### src/rtl/uart_tx_fifo_core_pkg.sv
// Shared constants and types for the buffered UART transmitter.
// Optional 8E1 framing is enabled with the UART_TX_PARITY_EN macro.
package uart_tx_fifo_core_pkg;

    localparam logic [3:0]  UART_TX_DATA_ADDR    = 4'h2;
    localparam int unsigned CLK_HZ               = 12_000_000;
    localparam int unsigned BAUD                 = 115_200;
    localparam int unsigned DEFAULT_CLKS_PER_BIT = CLK_HZ / BAUD;

`ifdef UART_TX_PARITY_EN
    typedef enum logic [2:0] {
        ST_IDLE,
        ST_START,
        ST_DATA,
        ST_PARITY,
        ST_STOP
    } tx_state_e;

    function automatic logic even_parity(input logic [7:0] b);
        return ^b;
    endfunction
`else
    typedef enum logic [1:0] {
        ST_IDLE,
        ST_START,
        ST_DATA,
        ST_STOP
    } tx_state_e;
`endif

endpackage

### src/rtl/uart_tx_fifo_core_byte_fifo.sv
// Byte FIFO: storage, wrapping pointers, occupancy count, full/empty flags.
// Push is refused when full judged on the pre-edge count, even if a pop coincides.
module uart_tx_fifo_core_byte_fifo #(
    parameter int unsigned WIDTH = 8,
    parameter int unsigned DEPTH = 8
) (
    input  logic                     clk,
    input  logic                     rst_n,
    input  logic                     push_i,
    input  logic                     pop_i,
    input  logic [WIDTH-1:0]         wdata_i,
    output logic [WIDTH-1:0]         rdata_o,
    output logic [$clog2(DEPTH):0]   count_o,
    output logic                     full_o,
    output logic                     empty_o
);

    localparam int unsigned AW       = $clog2(DEPTH);
    localparam logic [AW:0] FULL_CNT = (AW+1)'(DEPTH);

    logic [WIDTH-1:0] mem_q [DEPTH];
    logic [AW-1:0]    wptr_q;
    logic [AW-1:0]    rptr_q;
    logic [AW:0]      count_q;
    logic             do_push;
    logic             do_pop;

    assign full_o  = (count_q == FULL_CNT);
    assign empty_o = (count_q == '0);
    assign do_push = push_i && !full_o;
    assign do_pop  = pop_i && !empty_o;
    assign count_o = count_q;
    assign rdata_o = mem_q[rptr_q];

    always_ff @(posedge clk or negedge rst_n) begin
        if (!rst_n) begin
            wptr_q  <= '0;
            rptr_q  <= '0;
            count_q <= '0;
        end else begin
            if (do_push) wptr_q <= wptr_q + 1'b1;
            if (do_pop)  rptr_q <= rptr_q + 1'b1;
            case ({do_push, do_pop})
                2'b10:   count_q <= count_q + 1'b1;
                2'b01:   count_q <= count_q - 1'b1;
                default: count_q <= count_q;
            endcase
        end
    end

    always_ff @(posedge clk) begin
        if (do_push) mem_q[wptr_q] <= wdata_i;
    end

endmodule

### src/rtl/uart_tx_fifo_core.sv
// Buffered UART transmitter: bus byte writes queue into a FIFO, serialised 8N1 LSB first.
// Define UART_TX_PARITY_EN for 8E1 framing (even parity bit between data and stop).
module uart_tx_fifo_core
    import uart_tx_fifo_core_pkg::*;
#(
    parameter int unsigned CLKS_PER_BIT = DEFAULT_CLKS_PER_BIT,
    parameter int unsigned FIFO_DEPTH   = 8
) (
    input  logic        clk,
    input  logic        rst_n,
    input  logic        en,
    input  logic [2:0]  write_enable,
    input  logic [23:0] addr,
    input  logic [31:0] data_in,
    output logic        uart_txd,
    output logic        uart_tx_busy,
    output logic        uart_tx_idle
);

    localparam logic [15:0] BAUD_LAST = 16'(CLKS_PER_BIT - 1);

    tx_state_e                   state_q;
    logic [15:0]                 baud_cnt_q;
    logic [2:0]                  bit_cnt_q;
    logic [7:0]                  shift_q;
    logic                        txd_q;
`ifdef UART_TX_PARITY_EN
    logic                        parity_q;
`endif

    logic                        push;
    logic                        pop;
    logic                        baud_done;
    logic                        fifo_full;
    logic                        fifo_empty;
    logic [7:0]                  fifo_rdata;
    logic [$clog2(FIFO_DEPTH):0] fifo_count;
    logic                        unused_ok;

    assign push      = en && write_enable[2] && (addr[3:0] == UART_TX_DATA_ADDR);
    assign baud_done = (baud_cnt_q == BAUD_LAST);
    // Pop from IDLE, or on the last stop-bit cycle so frames run back to back.
    assign pop       = !fifo_empty &&
                       ((state_q == ST_IDLE) || ((state_q == ST_STOP) && baud_done));
    assign unused_ok = ^{addr[23:4], data_in[31:8], write_enable[1:0], fifo_count};

    uart_tx_fifo_core_byte_fifo #(
        .WIDTH (8),
        .DEPTH (FIFO_DEPTH)
    ) u_fifo (
        .clk     (clk),
        .rst_n   (rst_n),
        .push_i  (push),
        .pop_i   (pop),
        .wdata_i (data_in[7:0]),
        .rdata_o (fifo_rdata),
        .count_o (fifo_count),
        .full_o  (fifo_full),
        .empty_o (fifo_empty)
    );

    always_ff @(posedge clk or negedge rst_n) begin
        if (!rst_n) begin
            state_q    <= ST_IDLE;
            baud_cnt_q <= '0;
            bit_cnt_q  <= '0;
            shift_q    <= '0;
            txd_q      <= 1'b1;
`ifdef UART_TX_PARITY_EN
            parity_q   <= 1'b0;
`endif
        end else begin
            baud_cnt_q <= baud_done ? '0 : baud_cnt_q + 1'b1;
            case (state_q)
                ST_IDLE: begin
                    baud_cnt_q <= '0;
                    txd_q      <= 1'b1;
                    if (pop) begin
                        shift_q  <= fifo_rdata;
                        txd_q    <= 1'b0;
                        state_q  <= ST_START;
`ifdef UART_TX_PARITY_EN
                        parity_q <= even_parity(fifo_rdata);
`endif
                    end
                end
                ST_START: begin
                    if (baud_done) begin
                        txd_q     <= shift_q[0];
                        shift_q   <= {1'b0, shift_q[7:1]};
                        bit_cnt_q <= '0;
                        state_q   <= ST_DATA;
                    end
                end
                ST_DATA: begin
                    if (baud_done) begin
                        if (bit_cnt_q == 3'd7) begin
`ifdef UART_TX_PARITY_EN
                            txd_q   <= parity_q;
                            state_q <= ST_PARITY;
`else
                            txd_q   <= 1'b1;
                            state_q <= ST_STOP;
`endif
                        end else begin
                            bit_cnt_q <= bit_cnt_q + 1'b1;
                            txd_q     <= shift_q[0];
                            shift_q   <= {1'b0, shift_q[7:1]};
                        end
                    end
                end
`ifdef UART_TX_PARITY_EN
                ST_PARITY: begin
                    if (baud_done) begin
                        txd_q   <= 1'b1;
                        state_q <= ST_STOP;
                    end
                end
`endif
                ST_STOP: begin
                    if (baud_done) begin
                        if (pop) begin
                            shift_q  <= fifo_rdata;
                            txd_q    <= 1'b0;
                            state_q  <= ST_START;
`ifdef UART_TX_PARITY_EN
                            parity_q <= even_parity(fifo_rdata);
`endif
                        end else begin
                            state_q <= ST_IDLE;
                        end
                    end
                end
                default: begin
                    txd_q   <= 1'b1;
                    state_q <= ST_IDLE;
                end
            endcase
        end
    end

    assign uart_txd     = txd_q;
    assign uart_tx_busy = fifo_full;
    assign uart_tx_idle = (state_q == ST_IDLE) && fifo_empty;

endmodule
### config.mk
export PLATFORM = sky130hd
export DESIGN_NAME = uart_tx_fifo_core
export DESIGN_NICKNAME = d
export VERILOG_FILES = /design/src/rtl/uart_tx_fifo_core_pkg.sv /design/src/rtl/uart_tx_fifo_core_byte_fifo.sv /design/src/rtl/uart_tx_fifo_core.sv
export SDC_FILE = /design/constraint.sdc
export NUM_CORES = 1
export LEC_CHECK = 0
export ABC_AREA = 0
export CORE_UTILIZATION = 35
export CTS_CLUSTER_SIZE = 30
export DETAILED_ROUTE_END_ITERATION = 8
export GPL_TIMING_DRIVEN = 1
export HOLD_SLACK_MARGIN = 0.12
export PLACE_DENSITY = 0.62
export SLEW_MARGIN = 15
export SYNTH_ARGS = -nofsm -noshare
export SYNTH_HDL_FRONTEND = slang
export SYNTH_SLANG_ARGS = --single-unit
### constraint.sdc
create_clock -name clk -period 3.39 [get_ports clk]
set_clock_uncertainty 0.1 [all_clocks]
set_input_delay 1.017 -clock clk [delete_from_list [all_inputs] [get_ports clk]]
set_output_delay 1.017 -clock clk [all_outputs]
set_load 0.05 [all_outputs]
run_1/clock_nets.png
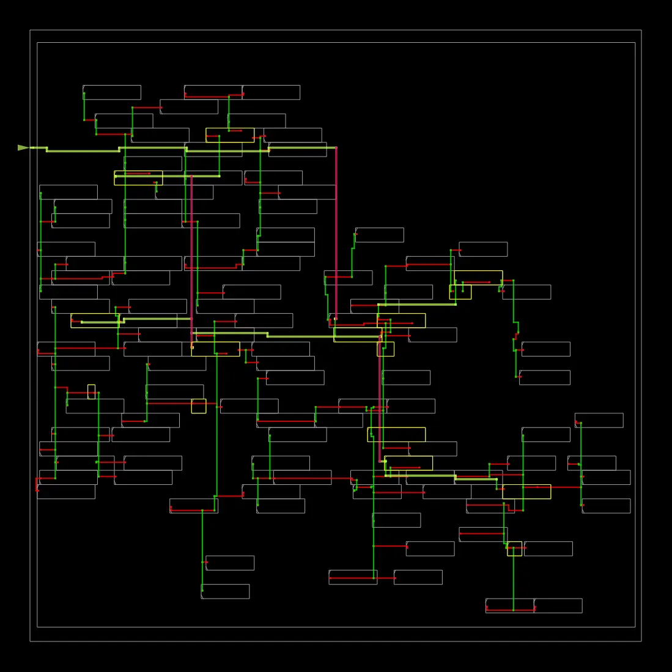
clk ins delay skew pair: 0.34 ns
total CTS buffers: 9
clk sinks: 104
clkbuf count: 10

run_1/ff_map.png
Scale bar: 20 um. Other sequential cells in the stronger gray, the rest of the logic in the fainter gray.
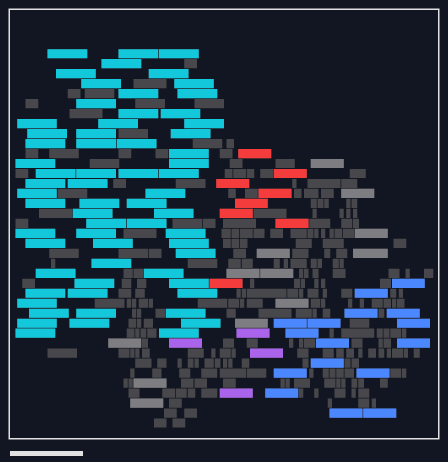
netlist name	color	sequential cells
`u_fifo.mem_q`	cyan	64
`baud_cnt_q`	blue	16
`u_fifo.count_o`	purple	4
`shift_q`	red	8
not colored	12

==> results.sh, run 1 <==
# yosys + openroad results
export IMPL_drc=0
export IMPL_period_used=0.9215
export IMPL_p_per_area_nw_per_um2=751.6
export IMPL_post_route_util=0.4172
export IMPL_ys_area_sq_um=4599
export IMPL_path_depth=2
export IMPL_seq_cells=104
export IMPL_hold_buffers=0
export IMPL_hold_viol=0
export IMPL_yosysUniqueCellTypes=40
export IMPL_dr_max_layer_used="met4"
export IMPL_power_top_group="sequential cells"
export IMPL_port_buffers=18
export IMPL_diodes=0
export IMPL_max_freq_ghz=0.3201
export IMPL_yosys_area_share_simple=0.1099
export IMPL_warnings=76
export IMPL_use_met1=0.1763
export IMPL_sh_comb_area=0.2937
export IMPL_wl_met3_um=274
export IMPL_worstMarginPinSlew_ns=0.9013
export IMPL_p_leak_nw=1.997
export IMPL_die_w_um=116.6
export IMPL_hold_class="reg -> reg"
export IMPL_clockRootBuffer="clkbuf_16"
export IMPL_n_all_buffers=30
export IMPL_common_cells="64 x edfxtp_1, 39 x dfrtp_1, 31 x nor2_1"
export IMPL_setup_violations=0
export IMPL_post_route_min_period_ns=3.124
export IMPL_final_instance_count_excl_fill=524
export IMPL_crit_family="buffers and inverters"
export IMPL_chipArea_sq_um=13600
export IMPL_fillers=1219
export IMPL_syn_area_sq_um=4599
export IMPL_ant_nets=0
export IMPL_p_int_mw=2.654
export IMPL_fp_nets=394
export IMPL_logic_gates=189
export IMPL_drt_iter0_drc=113
export IMPL_viasPerCell=5.002
export IMPL_busiest_layer="met2"
export IMPL_synthAoiAreaFrac=0.04815
export IMPL_reg2reg_to="u_fifo.count_o[3]"
export IMPL_cts_htree_levels=3
export IMPL_seq_area_sq_um=2924
export IMPL_cp_required_ns=2.27
export IMPL_nNonClkInverters=14
export IMPL_grt_overflow=0
export IMPL_cpMaxStageDelayCell="clkdlybuf4s50_1"
export IMPL_layout_top_cell="edfxtp_1"
export IMPL_antenna_found_initial=0
export IMPL_largest_reg_flops=64
export IMPL_hold_depth=1
export IMPL_ys_sh_mux=0.09793
export IMPL_pin_count=65
export IMPL_maxSlewViolCount=0
export IMPL_drt_pre_antenna_iters=4
export IMPL_async_flop_share=0.3846
export IMPL_yosysWarnings=0
export IMPL_rows=41
export IMPL_clock_cell_area_share=0.05540
export IMPL_outcome="finished, final reports clean"
export IMPL_syn_avg_cell_area_sq_um=14.46
export IMPL_synth_flops=104
export IMPL_arrival_ns=2.01
export IMPL_grt_usage=0.1348
export IMPL_fin_area_sq_um=5308
export IMPL_grt_pass1_vias=2665
export IMPL_ys_sh_xor=0.04189
export IMPL_place_congestion=0.7434
export IMPL_grt_met2_usage=0.2197
export IMPL_dr_wl_met2_um=4059
export IMPL_swShare=0.3346
export IMPL_comb_power_mw=1.27
export IMPL_core_sq_um=12720
export IMPL_cap_viol_max_count=0
export IMPL_top_cell="edfxtp_1"
export IMPL_p_sw_mw=1.335
export IMPL_logic_family="simple AND/OR/NAND/NOR gates"
export IMPL_syn_to_final_growth_pct=15.40
export IMPL_die_h_um=116.6
export IMPL_wl_met1_um=3669
export IMPL_worstHoldStart="baud_cnt_q[0]"
export IMPL_cpPeakStageDelay_ns=0.87
export IMPL_cts_tree="done"
export IMPL_criticalPathCategory="reg -> out"
export IMPL_synthAdderAreaFrac=0.03972
export IMPL_cp_start_kind="register"
export IMPL_grt_max_degree=41
export IMPL_ir_drop_uv=427.2
export IMPL_path_cells="nor4b_2 -> clkdlybuf4s50_1"
export IMPL_routed_wl_um=8093
export IMPL_wire_per_inst_um=15.44
export IMPL_synthFlopType="edfxtp_1"
export IMPL_yosys_cells=318
export IMPL_hold_end="baud_cnt_q[0]"
export IMPL_drive_gt1_frac=0.1506
export IMPL_routed_via_count=2621
export IMPL_power_frac_comb=0.318
export IMPL_final_setup_tns_ns=0
export IMPL_largest_cell_class="sequential cells"
export IMPL_setup_worst_path_start="u_fifo.count_o[2]"
export IMPL_endpoint="uart_tx_busy"
export IMPL_power_frac_clock=0.258
export IMPL_logic_area_sq_um=1559
export IMPL_grt_pass1_wl_um=13600
export IMPL_final_nets=424
export IMPL_r2r_slack_ns=0.49
export IMPL_seq_area_frac=0.5509
export IMPL_path_buffers=1
export IMPL_buf_share=0.04950
export IMPL_ys_seq_frac=0.6357
export IMPL_fp_util=0.3615
export IMPL_netlist_area_leader_share=0.4178
export IMPL_post_dp_hpwl_um=5274
export IMPL_clk_power_mw=1.03
export IMPL_lay_top_cells="64 x edfxtp_1, 39 x dfrtp_1, 31 x nor2_1"
export IMPL_top_area_cell="edfxtp_1"
export IMPL_crit_path_end_kind="primary output"
export IMPL_p_seq_mw=1.69
export IMPL_reg_largest_list="u_fifo.mem_q: 64 flops, baud_cnt_q: 16 flops, shift_q: 8 flops"
export IMPL_place_ws_ns=-0.02734
export IMPL_rr_startpoint="baud_cnt_q[0]"
export IMPL_cts_max_path_buffers=2
export IMPL_taps=172
export IMPL_synth_cells=318
run_1/port_trees.png
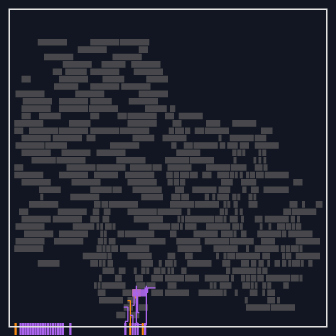
port	color	bits	direction	end cells	buffers	wire
`write_enable`	orange	3	input	1	1	12.9 um
`addr`	purple	24	input	2	4	66.7 um

run_1/layers.png
Scale bar: 20 um.
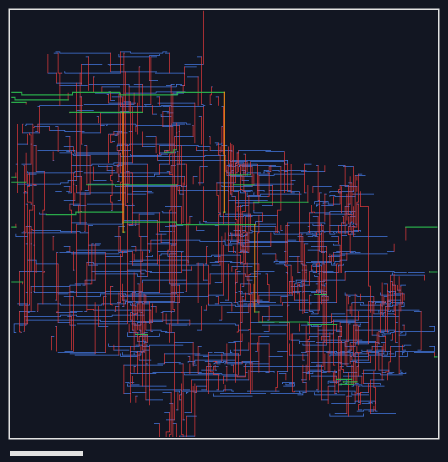
layer	color	wire length
M2	red	4060 um
M4	orange	89.1 um
M1	blue	3670 um
M3	green	275 um

--- run 2 (diff from run 1) ---
==> constraint.sdc (replaced) <==
create_clock -name clk -period 3.5 [get_ports clk]
set_clock_uncertainty 0.1 [all_clocks]
set_input_delay 1.05 -clock clk [delete_from_list [all_inputs] [get_ports clk]]
set_output_delay 1.05 -clock clk [all_outputs]
set_load 0.05 [all_outputs]
==> run 2 against run 1 <==
Compared with the run above: wire length is 2.4% lower; hold slack got worse by 0.00074 ns; die size is the same; register-to-register slack improved by 0.10 ns; clock power shrank 9%; via count shrank 1.1%; clock-buffer cell count down 1; cell area is 0.28% lower; critical path depth is 2 higher; final cell count down 0.19%; largest power group unchanged.
==> results.sh, run 2 <==
# yosys + openroad results
export IMPL_outcome="finished, final reports clean"
export IMPL_p_sw_mw=1.300
export IMPL_path_buffers=2
export IMPL_rows=41
export IMPL_hold_viol=0
export IMPL_hold_depth=1
export IMPL_cts_tree="done"
export IMPL_post_route_min_period_ns=3.299
export IMPL_grt_pass1_vias=2567
export IMPL_clockRootBuffer="clkbuf_16"
export IMPL_die_h_um=116.6
export IMPL_seq_area_frac=0.5525
export IMPL_worstMarginPinSlew_ns=0.8945
export IMPL_syn_area_sq_um=4599
export IMPL_cts_htree_levels=3
export IMPL_diodes=0
export IMPL_ys_sh_mux=0.09793
export IMPL_p_leak_nw=1.990
export IMPL_seq_area_sq_um=2924
export IMPL_max_freq_ghz=0.3031
export IMPL_cp_required_ns=2.35
export IMPL_sh_comb_area=0.2957
export IMPL_synthAdderAreaFrac=0.03972
export IMPL_netlist_area_leader_share=0.4178
export IMPL_dr_wl_met2_um=3958
export IMPL_reg2reg_to="u_fifo.count_o[3]"
export IMPL_grt_max_degree=41
export IMPL_criticalPathCategory="reg -> out"
export IMPL_use_met1=0.1664
export IMPL_top_cell="edfxtp_1"
export IMPL_wl_met1_um=3640
export IMPL_comb_power_mw=1.22
export IMPL_p_per_area_nw_per_um2=718.4
export IMPL_synth_flops=104
export IMPL_power_frac_clock=0.248
export IMPL_synth_cells=318
export IMPL_reg_largest_list="u_fifo.mem_q: 64 flops, baud_cnt_q: 16 flops, shift_q: 8 flops"
export IMPL_ir_drop_uv=319.3
export IMPL_maxSlewViolCount=0
export IMPL_path_depth=4
export IMPL_buf_share=0.04870
export IMPL_setup_violations=0
export IMPL_numCtsBuffers=9
export IMPL_logic_gates=189
export IMPL_cts_sinks=104
export IMPL_yosys_area_share_simple=0.1099
export IMPL_die_w_um=116.6
export IMPL_fillers=1175
export IMPL_antenna_found_initial=0
export IMPL_hold_class="reg -> reg"
export IMPL_drc=0
export IMPL_place_congestion=0.7424
export IMPL_place_ws_ns=-0.02383
export IMPL_crit_family="buffers and inverters"
export IMPL_crit_path_end_kind="primary output"
export IMPL_warnings=76
export IMPL_worstHoldStart="baud_cnt_q[0]"
export IMPL_largest_reg_flops=64
export IMPL_endpoint="uart_tx_idle"
export IMPL_post_route_util=0.4160
export IMPL_r2r_slack_ns=0.59
export IMPL_grt_overflow=0
export IMPL_post_dp_hpwl_um=5222
export IMPL_core_sq_um=12720
export IMPL_grt_met2_usage=0.2185
export IMPL_busiest_layer="met2"
export IMPL_pin_count=65
export IMPL_rr_startpoint="baud_cnt_q[0]"
export IMPL_n_all_buffers=29
export IMPL_path_cells="nor4_2 -> nand2_1 -> inv_1 -> clkdlybuf4s50_1"
export IMPL_top_area_cell="edfxtp_1"
export IMPL_grt_pass1_wl_um=13010
export IMPL_routed_wl_um=7896
export IMPL_viasPerCell=4.954
export IMPL_wl_met3_um=233
export IMPL_async_flop_share=0.3846
export IMPL_cap_viol_max_count=0
export IMPL_fp_util=0.3615
export IMPL_hold_buffers=0
export IMPL_logic_family="simple AND/OR/NAND/NOR gates"
export IMPL_cts_max_path_buffers=2
export IMPL_p_seq_mw=1.64
export IMPL_grt_usage=0.1293
export IMPL_cpMaxStageDelayCell="clkdlybuf4s50_1"
export IMPL_p_int_mw=2.502
export IMPL_wire_per_inst_um=15.10
export IMPL_drt_iter0_drc=154
export IMPL_common_cells="64 x edfxtp_1, 39 x dfrtp_1, 31 x nor2_1"
export IMPL_ys_area_sq_um=4599
export IMPL_fin_area_sq_um=5293
export IMPL_port_buffers=18
run_2/clock_nets.png
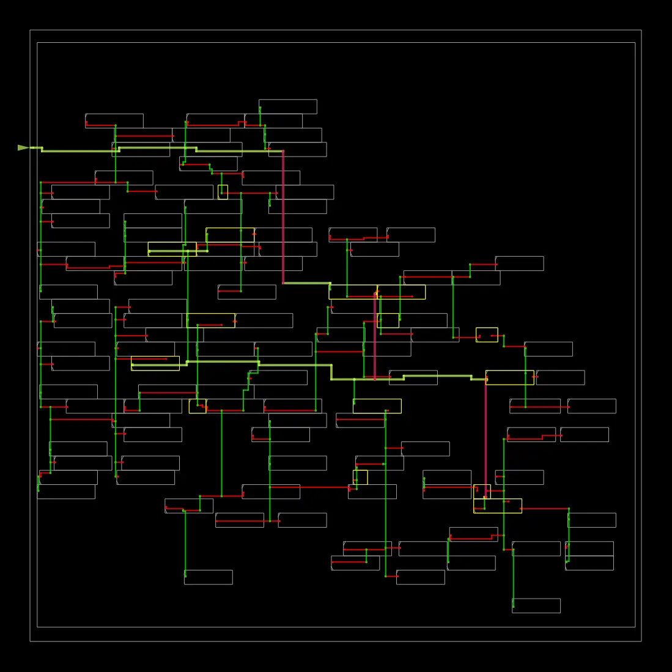
FFs & Latches: 104
clock network power: 0.941 mW
clkbuf count: 9

run_2/layers.png
Scale bar: 20 um.
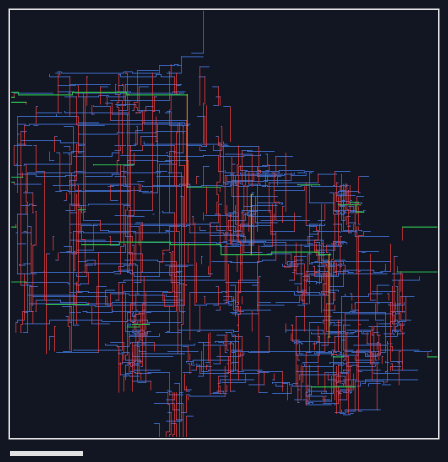
layer	color	wire length
M1	blue	3640 um
M4	orange	63.9 um
M3	green	234 um
M2	red	3960 um

--- run 3 (diff from run 2) ---
--- a/config.mk
+++ b/config.mk
@@ -11,7 +11,7 @@
 export DETAILED_ROUTE_END_ITERATION = 8
 export GPL_TIMING_DRIVEN = 1
 export HOLD_SLACK_MARGIN = 0.12
-export PLACE_DENSITY = 0.62
+export PLACE_DENSITY = 0.64
 export SLEW_MARGIN = 15
 export SYNTH_ARGS = -nofsm -noshare
 export SYNTH_HDL_FRONTEND = slang
==> constraint.sdc (replaced) <==
create_clock -name clk -period 2.85 [get_ports clk]
set_clock_uncertainty 0.1 [all_clocks]
set_input_delay 0.855 -clock clk [delete_from_list [all_inputs] [get_ports clk]]
set_output_delay 0.855 -clock clk [all_outputs]
set_load 0.05 [all_outputs]
==> run 3 against run 2 <==
Compared with the run above: first-iteration DRC count decreased by 12%; critical path type is now in -> reg; wire length increased by 4.7%; sequential power increased by 22%.
==> results.sh, run 3 <==
# yosys + openroad results
export IMPL_top_area_cell="edfxtp_1"
export IMPL_path_max_fanout=2
export IMPL_path_buffers=2
export IMPL_path_depth=11
export IMPL_cts_max_path_buffers=2
export IMPL_fp_util=0.3615
export IMPL_routed_via_count=2620
export IMPL_logic_area_sq_um=1615
export IMPL_use_met3=0.04255
export IMPL_clk_pin_slew_ns=0.07
export IMPL_cap_viol_max_count=0
export IMPL_reg_largest_list="u_fifo.mem_q: 64 flops, baud_cnt_q: 16 flops, shift_q: 8 flops"
export IMPL_dr_max_layer_used="met4"
export IMPL_hold_depth=1
export IMPL_grt_max_degree=41
export IMPL_fillers=1198
export IMPL_top_cell="edfxtp_1"
export IMPL_cts_sinks=104
export IMPL_final_instance_count_excl_fill=533
export IMPL_comb_power_mw=1.66
export IMPL_port_buffers=18
export IMPL_rr_worst_depth=12
export IMPL_synthFlopType="edfxtp_1"
export IMPL_synth_flops=104
export IMPL_fin_area_sq_um=5449
export IMPL_n_all_buffers=38
export IMPL_wire_per_inst_um=15.52
export IMPL_sh_comb_area=0.2964
export IMPL_hold_class="reg -> reg"
export IMPL_synthAdderAreaFrac=0.03972
export IMPL_die_h_um=116.6
export IMPL_relSlewSlack=0.3984
export IMPL_wl_met3_um=299
export IMPL_seq_area_sq_um=2924
export IMPL_netlist_area_leader_share=0.4178
export IMPL_seq_cells=104
export IMPL_nNonClkInverters=14
export IMPL_edf_count=64
export IMPL_criticalPathCategory="in -> reg"
export IMPL_core_sq_um=12720
export IMPL_crit_path_end_kind="register"
export IMPL_setup_worst_path_start="addr[0]"
export IMPL_final_nets=432
export IMPL_routed_wl_um=8271
export IMPL_drive_gt1_frac=0.1911
export IMPL_cts_htree_levels=3
export IMPL_place_ws_ns=-0.3248
export IMPL_top_cells_by_area="edfxtp_1 42%, dfrtp_1 21%, mux4_2 7.8%"
export IMPL_p_seq_mw=2.00
export IMPL_synthAoiAreaFrac=0.04815
export IMPL_ys_sh_mux=0.09793
export IMPL_cpMaxStageDelayCell="clkdlybuf4s50_1"
export IMPL_layout_top_cell="edfxtp_1"
export IMPL_worstHoldStart="baud_cnt_q[0]"
export IMPL_post_route_util=0.4283
export IMPL_outcome="finished, final reports clean"
export IMPL_hold_buffers=0
export IMPL_setup_slack_ns=0.03415
export IMPL_clkbuf_count=9
export IMPL_crit_family="simple AND/OR/NAND/NOR gates"
export IMPL_logic_family="simple AND/OR/NAND/NOR gates"
export IMPL_pin_count=65
export IMPL_cp_start_kind="input port"
export IMPL_ys_seq_frac=0.6357
export IMPL_worstMarginPinSlew_ns=0.9023
export IMPL_grt_pass1_vias=2656
export IMPL_r2r_slack_ns=0.24
export IMPL_yosys_area_share_simple=0.1099
export IMPL_arrival_ns=2.95
export IMPL_p_int_mw=3.247
export IMPL_numCtsBuffers=9
export IMPL_place_congestion=0.7522
export IMPL_cts_tree="done"
export IMPL_p_sw_mw=1.662
export IMPL_rows=41
export IMPL_diodes=0
export IMPL_setup_violations=0
export IMPL_die_w_um=116.6
export IMPL_post_route_min_period_ns=2.816
export IMPL_largest_reg_flops=64
export IMPL_grt_met2_usage=0.2221
export IMPL_yosys_cells=318
export IMPL_ir_drop_uv=643.7
export IMPL_grt_pass1_wl_um=13740
export IMPL_warnings=76
export IMPL_buf_share=0.06177
export IMPL_maxSlewViolCount=0
export IMPL_yosysUniqueCellTypes=40
export IMPL_antenna_found_initial=0
export IMPL_endpoint="u_fifo.count_o[3]"
export IMPL_rr_startpoint="baud_cnt_q[0]"
export IMPL_viasPerCell=4.916
export IMPL_yosysWarnings=0
export IMPL_power_frac_clock=0.254
export IMPL_clockRootBuffer="clkbuf_16"
export IMPL_power_frac_comb=0.338
export IMPL_p_per_area_nw_per_um2=900.9
export IMPL_logic_gates=189
export IMPL_async_flop_share=0.3846
export IMPL_seq_area_frac=0.5366
export IMPL_largest_cell_class="sequential cells"
export IMPL_taps=172
export IMPL_wl_met1_um=3813
export IMPL_clock_cell_area_share=0.05603
export IMPL_path_cells="clkdlybuf4s50_1 -> nand4b_1 -> nor4_2 -> inv_1 -> ha_4 -> ha_4 -> a21o_1 -> a21oi_2 -> xnor2_1 -> nor2_1 -> xor2_1"
export IMPL_reg2reg_to="u_fifo.count_o[3]"
export IMPL_syn_area_sq_um=4599
export IMPL_max_freq_ghz=0.3551
export IMPL_pwr_share_seq=0.408
export IMPL_p_leak_nw=2.054
export IMPL_use_met1=0.1786
export IMPL_place_area_sq_um=5084
export IMPL_busiest_layer="met2"
export IMPL_swShare=0.3385
export IMPL_regMostFlops="u_fifo.mem_q"
export IMPL_placedCellCount=515
export IMPL_period_used=0.9880
export IMPL_grt_overflow=0
export IMPL_synth_cells=318
export IMPL_post_dp_hpwl_um=5439
export IMPL_ys_sh_xor=0.04189
export IMPL_hold_viol=0
export IMPL_common_cells="64 x edfxtp_1, 39 x dfrtp_1, 31 x nor2_1"
export IMPL_dr_wl_met2_um=4063
export IMPL_cp_required_ns=2.98
export IMPL_fp_nets=394
export IMPL_ys_area_sq_um=4599
export IMPL_drc=0
export IMPL_drt_iter0_drc=135
export IMPL_grt_usage=0.1372
run_3/clock_nets.png
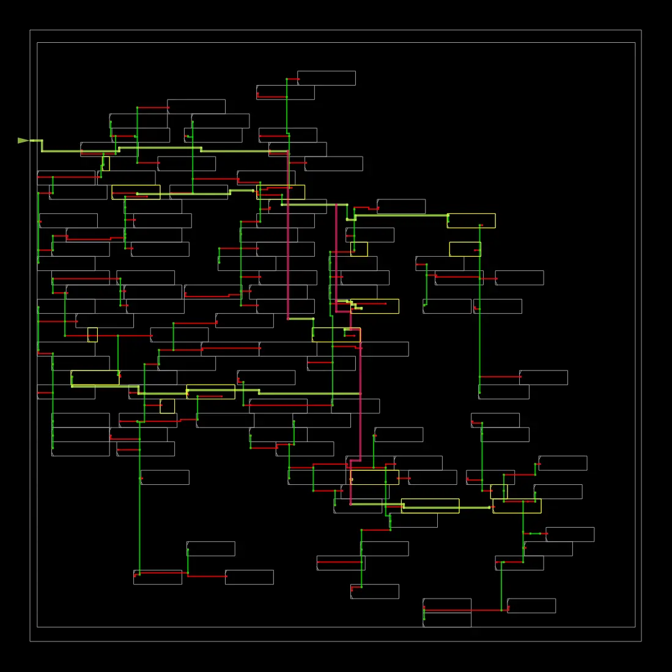
clk ins delay skew pair: 0.35 ns
clock network power: 1.25 mW

run_3/sizing.png
Scale bar: 20 um.
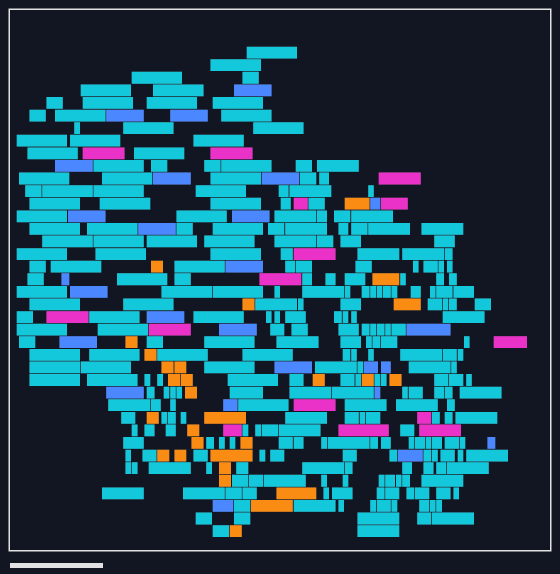
size	color	cells	share	most used
x2	blue	26	7.2%	mux4_2
x1 and smaller	cyan	292	81%	edfxtp_1
x3 and x4	orange	28	7.8%	buf_4
x6 and larger	magenta	15	4.2%	clkbuf_16

No activity file was given, so power comes from the tool's default toggle rates.
